### Logic cells by family

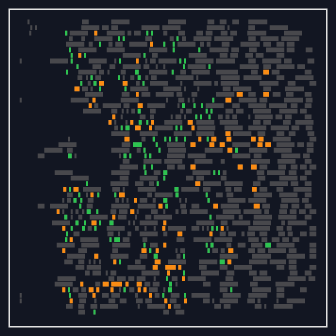
### Routed clock nets over the placement

Scale bar: 50 um.
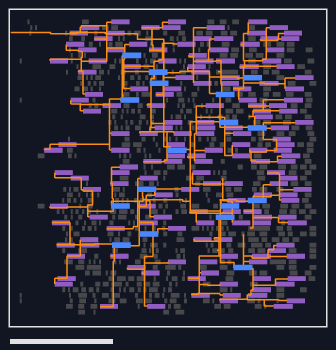
### Met2 routing

Cells faint in the background.
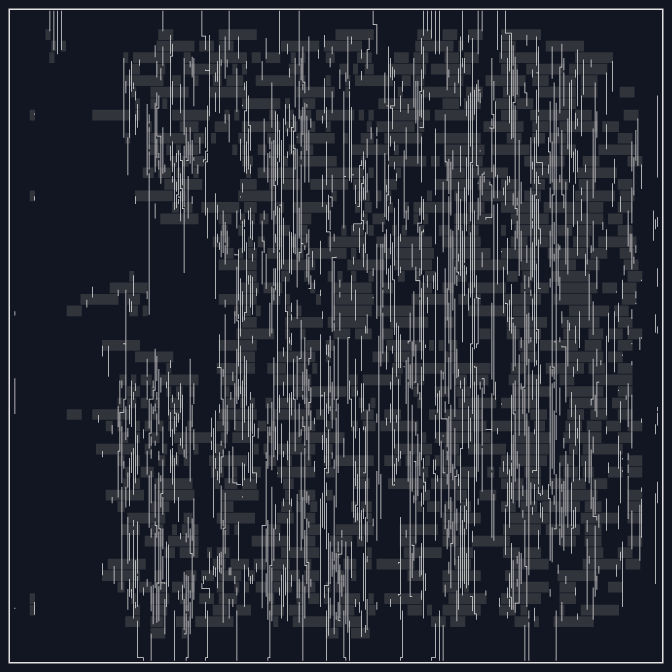
### Cell outlines without signal wires

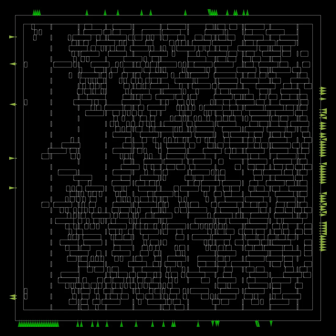
### Placed cells, one color a class

Scale bar: 50 um.
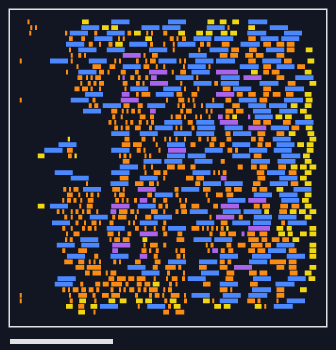
**config.mk**
```make
export PLATFORM = sky130hd
export DESIGN_NAME = chroma_key_ctrl
export DESIGN_NICKNAME = d
export VERILOG_FILES = /design/src/rtl/chroma_pkg.sv /design/src/rtl/chroma_calib.sv /design/src/rtl/chroma_key_ctrl.sv
export SDC_FILE = /design/constraint.sdc
export NUM_CORES = 1
export LEC_CHECK = 0
export CELL_PAD_IN_SITES_DETAIL_PLACEMENT = 1
export CELL_PAD_IN_SITES_GLOBAL_PLACEMENT = 2
export CORE_MARGIN = 4
export CORE_UTILIZATION = 36
export CTS_BUF_LIST = sky130_fd_sc_hd__clkbuf_16
export DETAILED_ROUTE_END_ITERATION = 7
export HOLD_SLACK_MARGIN = 0.15
export PLACE_DENSITY = 0.77
export RECOVER_POWER = 25
export REMOVE_ABC_BUFFERS = 1
export SLEW_MARGIN = 30
export SYNTH_ARGS = -nofsm -noshare
export SYNTH_HDL_FRONTEND = slang
export SYNTH_SLANG_ARGS = --single-unit
```
**constraint.sdc**
```tcl
create_clock -name iCLK27 -period 7.27 [get_ports iCLK27]
set_input_delay 1.0905 -clock iCLK27 [delete_from_list [all_inputs] [get_ports iCLK27]]
set_output_delay 1.0905 -clock iCLK27 [all_outputs]
set_load 0.01 [all_outputs]
```
**src/rtl/chroma_pkg.sv**
```systemverilog
// chroma_pkg
//   Shared constants for the chroma-key controller slice: default widths,
//   register word addresses, CTRL bit positions, reset thresholds and the
//   calibration state encoding.
package chroma_pkg;

  localparam int DATA_W   = 10;
  localparam int CNT_W    = 20;
  localparam int CAL_LOG2 = 8;

  localparam logic [2:0] ADDR_CTRL      = 3'd0;
  localparam logic [2:0] ADDR_THR_G     = 3'd1;
  localparam logic [2:0] ADDR_THR_R     = 3'd2;
  localparam logic [2:0] ADDR_THR_B     = 3'd3;
  localparam logic [2:0] ADDR_STATUS    = 3'd4;
  localparam logic [2:0] ADDR_KEY_COUNT = 3'd5;
  localparam logic [2:0] ADDR_CAL_G     = 3'd6;

  localparam int CTRL_EN_BIT     = 0;
  localparam int CTRL_COMMIT_BIT = 1;
  localparam int CTRL_CAL_BIT    = 2;

  localparam int unsigned RST_THR_G = 400;
  localparam int unsigned RST_THR_R = 100;
  localparam int unsigned RST_THR_B = 100;

  localparam logic [1:0] CAL_IDLE    = 2'd0;
  localparam logic [1:0] CAL_WAIT_FS = 2'd1;
  localparam logic [1:0] CAL_ACCUM   = 2'd2;
  localparam logic [1:0] CAL_DONE    = 2'd3;

endpackage

```
**src/rtl/chroma_calib.sv**
```systemverilog
// chroma_calib
//   One-shot key-colour calibration. After start it waits for a frame start,
//   then averages the green component of the next 2^CAL_LOG2 valid pixels.
//   A frame start during accumulation throws the partial sum away.
// Ports:
//   iCLK27, iRST     clock, asynchronous active-high reset
//   fs               frame-start pulse (one cycle)
//   iDataValid       active-pixel qualifier
//   iGreen           green component of the current pixel
//   start            calibration request (ignored while busy)
//   busy             calibration in progress
//   done             sticky: last calibration finished, cleared by start
//   result           calibrated mean green
module chroma_calib #(
  parameter int DATA_W   = chroma_pkg::DATA_W,
  parameter int CAL_LOG2 = chroma_pkg::CAL_LOG2
) (
  input  logic              iCLK27,
  input  logic              iRST,
  input  logic              fs,
  input  logic              iDataValid,
  input  logic [DATA_W-1:0] iGreen,
  input  logic              start,
  output logic              busy,
  output logic              done,
  output logic [DATA_W-1:0] result
);
  import chroma_pkg::*;

  localparam int SUM_W = DATA_W + CAL_LOG2;
  localparam logic [CAL_LOG2:0] SAMPLES = {1'b1, {CAL_LOG2{1'b0}}};

  logic [1:0]          state;
  logic [SUM_W-1:0]    sum;
  logic [CAL_LOG2:0]   count;
  logic [CAL_LOG2:0]   count_next;

  assign busy       = (state != CAL_IDLE);
  assign count_next = count + (CAL_LOG2+1)'(1);

  // The sum is wide enough for 2^CAL_LOG2 full-scale samples, so the mean is
  // simply the top DATA_W bits of the sum.
  always_ff @(posedge iCLK27 or posedge iRST) begin
    if (iRST) begin
      state  <= CAL_IDLE;
      sum    <= '0;
      count  <= '0;
      done   <= 1'b0;
      result <= '0;
    end else begin
      case (state)
        CAL_IDLE: begin
          if (start) begin
            state <= CAL_WAIT_FS;
            done  <= 1'b0;
          end
        end
        CAL_WAIT_FS: begin
          if (fs) begin
            state <= CAL_ACCUM;
            sum   <= '0;
            count <= '0;
          end
        end
        CAL_ACCUM: begin
          if (fs) begin
            sum   <= '0;
            count <= '0;
          end else if (iDataValid) begin
            sum   <= sum + SUM_W'(iGreen);
            count <= count_next;
            if (count_next == SAMPLES) state <= CAL_DONE;
          end
        end
        CAL_DONE: begin
          result <= sum[SUM_W-1:CAL_LOG2];
          done   <= 1'b1;
          state  <= CAL_IDLE;
        end
        default: state <= CAL_IDLE;
      endcase
    end
  end

endmodule

```
**src/rtl/chroma_key_ctrl.sv**
```systemverilog
// chroma_key_ctrl
//   Avalon-MM register front end for the chroma keyer. Holds staged
//   thresholds and key enable, commits them to the keyer at a frame start,
//   counts keyed pixels per frame and hosts the green calibration unit.
// Ports:
//   iCLK27, iRST                  clock, asynchronous active-high reset
//   iAddress/iWrite/iWriteData    bus write port (word addressed)
//   iRead/oReadData               bus read port, data one cycle after iRead
//   iVS                           vertical sync, rising edge = new frame
//   iDataValid/iKeyHit/iGreen     pixel qualifier, keyer decision, green
//   oThrG/oThrR/oThrB/oKeyEn      active keyer settings, frame-stable
module chroma_key_ctrl #(
  parameter int DATA_W   = chroma_pkg::DATA_W,
  parameter int CNT_W    = chroma_pkg::CNT_W,
  parameter int CAL_LOG2 = chroma_pkg::CAL_LOG2
) (
  input  logic              iCLK27,
  input  logic              iRST,
  input  logic [2:0]        iAddress,
  input  logic              iWrite,
  input  logic [31:0]       iWriteData,
  input  logic              iRead,
  output logic [31:0]       oReadData,
  input  logic              iVS,
  input  logic              iDataValid,
  input  logic              iKeyHit,
  input  logic [DATA_W-1:0] iGreen,
  output logic [DATA_W-1:0] oThrG,
  output logic [DATA_W-1:0] oThrR,
  output logic [DATA_W-1:0] oThrB,
  output logic              oKeyEn
);
  import chroma_pkg::*;

  localparam logic [DATA_W-1:0] THR_G_RST = DATA_W'(RST_THR_G);
  localparam logic [DATA_W-1:0] THR_R_RST = DATA_W'(RST_THR_R);
  localparam logic [DATA_W-1:0] THR_B_RST = DATA_W'(RST_THR_B);
  localparam logic [CNT_W-1:0]  CNT_MAX   = {CNT_W{1'b1}};

  logic              vs_s;
  logic              vs_q;
  logic              fs;
  logic              wr_ctrl;
  logic              commit_req;
  logic              cal_start;
  logic              stage_en;
  logic [DATA_W-1:0] stage_g;
  logic [DATA_W-1:0] stage_r;
  logic [DATA_W-1:0] stage_b;
  logic              commit_pending;
  logic              key_hit;
  logic [CNT_W-1:0]  hit_cnt;
  logic [CNT_W-1:0]  key_count;
  logic              cal_busy;
  logic              cal_done;
  logic [DATA_W-1:0] cal_g;
  logic [31:0]       rd_mux;
  logic              wdata_unused;

  assign wdata_unused = ^iWriteData[31:DATA_W];

  assign wr_ctrl    = iWrite && (iAddress == ADDR_CTRL);
  assign commit_req = wr_ctrl && iWriteData[CTRL_COMMIT_BIT];
  assign cal_start  = wr_ctrl && iWriteData[CTRL_CAL_BIT];
  assign key_hit    = iDataValid && iKeyHit;

  // iVS is registered once before edge detection, so fs is high in the cycle
  // after iVS rises and the commit lands on the second edge after the rise.
  always_ff @(posedge iCLK27 or posedge iRST) begin
    if (iRST) begin
      vs_s <= 1'b0;
      vs_q <= 1'b0;
    end else begin
      vs_s <= iVS;
      vs_q <= vs_s;
    end
  end

  assign fs = vs_s && !vs_q;

  // Staged registers only; COMMIT and CAL_START are strobes, not storage.
  always_ff @(posedge iCLK27 or posedge iRST) begin
    if (iRST) begin
      stage_en <= 1'b1;
      stage_g  <= THR_G_RST;
      stage_r  <= THR_R_RST;
      stage_b  <= THR_B_RST;
    end else if (iWrite) begin
      case (iAddress)
        ADDR_CTRL:  stage_en <= iWriteData[CTRL_EN_BIT];
        ADDR_THR_G: stage_g  <= iWriteData[DATA_W-1:0];
        ADDR_THR_R: stage_r  <= iWriteData[DATA_W-1:0];
        ADDR_THR_B: stage_b  <= iWriteData[DATA_W-1:0];
        default: ;
      endcase
    end
  end

  // A COMMIT arriving on the commit frame start re-arms pending, so it takes
  // effect one frame later. The copy uses pre-edge staged values, so a
  // staged write on that same cycle waits for the next commit.
  always_ff @(posedge iCLK27 or posedge iRST) begin
    if (iRST) begin
      commit_pending <= 1'b0;
      oKeyEn         <= 1'b1;
      oThrG          <= THR_G_RST;
      oThrR          <= THR_R_RST;
      oThrB          <= THR_B_RST;
    end else begin
      if (fs && commit_pending) begin
        oKeyEn <= stage_en;
        oThrG  <= stage_g;
        oThrR  <= stage_r;
        oThrB  <= stage_b;
      end
      if (commit_req) commit_pending <= 1'b1;
      else if (fs)    commit_pending <= 1'b0;
    end
  end

  // The frame-start cycle's own hit belongs to the new frame.
  always_ff @(posedge iCLK27 or posedge iRST) begin
    if (iRST) begin
      hit_cnt   <= '0;
      key_count <= '0;
    end else if (fs) begin
      key_count <= hit_cnt;
      hit_cnt   <= CNT_W'(key_hit);
    end else if (key_hit && (hit_cnt != CNT_MAX)) begin
      hit_cnt <= hit_cnt + CNT_W'(1);
    end
  end

  chroma_calib #(
    .DATA_W   (DATA_W),
    .CAL_LOG2 (CAL_LOG2)
  ) u_calib (
    .iCLK27     (iCLK27),
    .iRST       (iRST),
    .fs         (fs),
    .iDataValid (iDataValid),
    .iGreen     (iGreen),
    .start      (cal_start),
    .busy       (cal_busy),
    .done       (cal_done),
    .result     (cal_g)
  );

  always_comb begin
    rd_mux = '0;
    case (iAddress)
      ADDR_CTRL:      rd_mux[0]            = stage_en;
      ADDR_THR_G:     rd_mux[DATA_W-1:0]   = stage_g;
      ADDR_THR_R:     rd_mux[DATA_W-1:0]   = stage_r;
      ADDR_THR_B:     rd_mux[DATA_W-1:0]   = stage_b;
      ADDR_STATUS:    rd_mux[2:0]          = {cal_done, cal_busy, commit_pending};
      ADDR_KEY_COUNT: rd_mux[CNT_W-1:0]    = key_count;
      ADDR_CAL_G:     rd_mux[DATA_W-1:0]   = cal_g;
      default:        rd_mux               = '0;
    endcase
  end

  // Read data is captured from pre-edge state, so a read and write to the
  // same address in one cycle returns the old contents.
  always_ff @(posedge iCLK27 or posedge iRST) begin
    if (iRST)       oReadData <= '0;
    else if (iRead) oReadData <= rd_mux;
    else            oReadData <= '0;
  end

endmodule

```
==> changes_impl.md <==
### Implementation results

* Outcome: finished with violations
* Violated checks: max-capacitance violations, max-slew violations
* Die area at 23700 um^2
* Number of max-cap violations at 4
* Comb group at 718 uW
* Total track usage at 16.3%
* Worst path max stage delay at 2.27 ns
* Final slew viol count at 199
* # Cells Yosys at 684
* Gate power share at 25.2%
* Yosys stat chip area at 7680 um^2
* Number of enable flip-flop cells at 0
* Synth unique cells at 64
* IO Count at 115
* GR Overflow Total at 0
* Relative slew margins at -171%
* M1 GR Usage at 20.5%
* Switching portion of total power at 30.2%
* R2R Setup Slk at 3.70 ns
* CP Depth at 3
* Post-CTS Setup Bufs at 0
* N_taps at 275
* Initial antenna violation count at 0
* Biggest area cells: dfrtp_1 (47%), mux2_2 (12%), dfstp_2 (6.8%)
* Num CTS Buffers at 17
* Worst setup path startpoint: iRST
* Antenna fix cells at 0
* DR WL/cell at 17.7 um
* Buffers & Inverters on Critical Path at 3
Back to the opening pictures, 'Logic cells by family':
color	family	cells	most used
green	NAND gates	125	nand2_1
orange	inverting AOI/OAI gates	91	o21ai_0
Post-Layout Cell Count: 1048
combinational share of cell area: 35.3%
most frequent logic cell in the layout: dfrtp_1

Back to the opening pictures, 'Routed clock nets over the placement':
[blue] clock drivers | count: 17
[orange] clock wires | length: 2200 um
[purple] flip-flops | count: 165
flops lie	widely spread

Back to the opening pictures, 'Met2 routing':
nets with wire on the layer	730
main direction	vertical

Back to the opening pictures, 'Cell outlines without signal wires':
Final Util: 44.3%
fillers: 2261
CORE AREA: 21000 um^2
row count: 53
registers: 165

Back to the opening pictures, 'Placed cells, one color a class':
color	class	cells	share of their area
yellow	other buffers and delay cells	89	9.6%
purple	clock drivers and dummy loads	32	6.6%
orange	combinational and other logic	487	38%
blue	flops	165	46%
fin area: 9320 um^2
Seq/total area: 44.6%

Power and IR drop assume default switching activity.
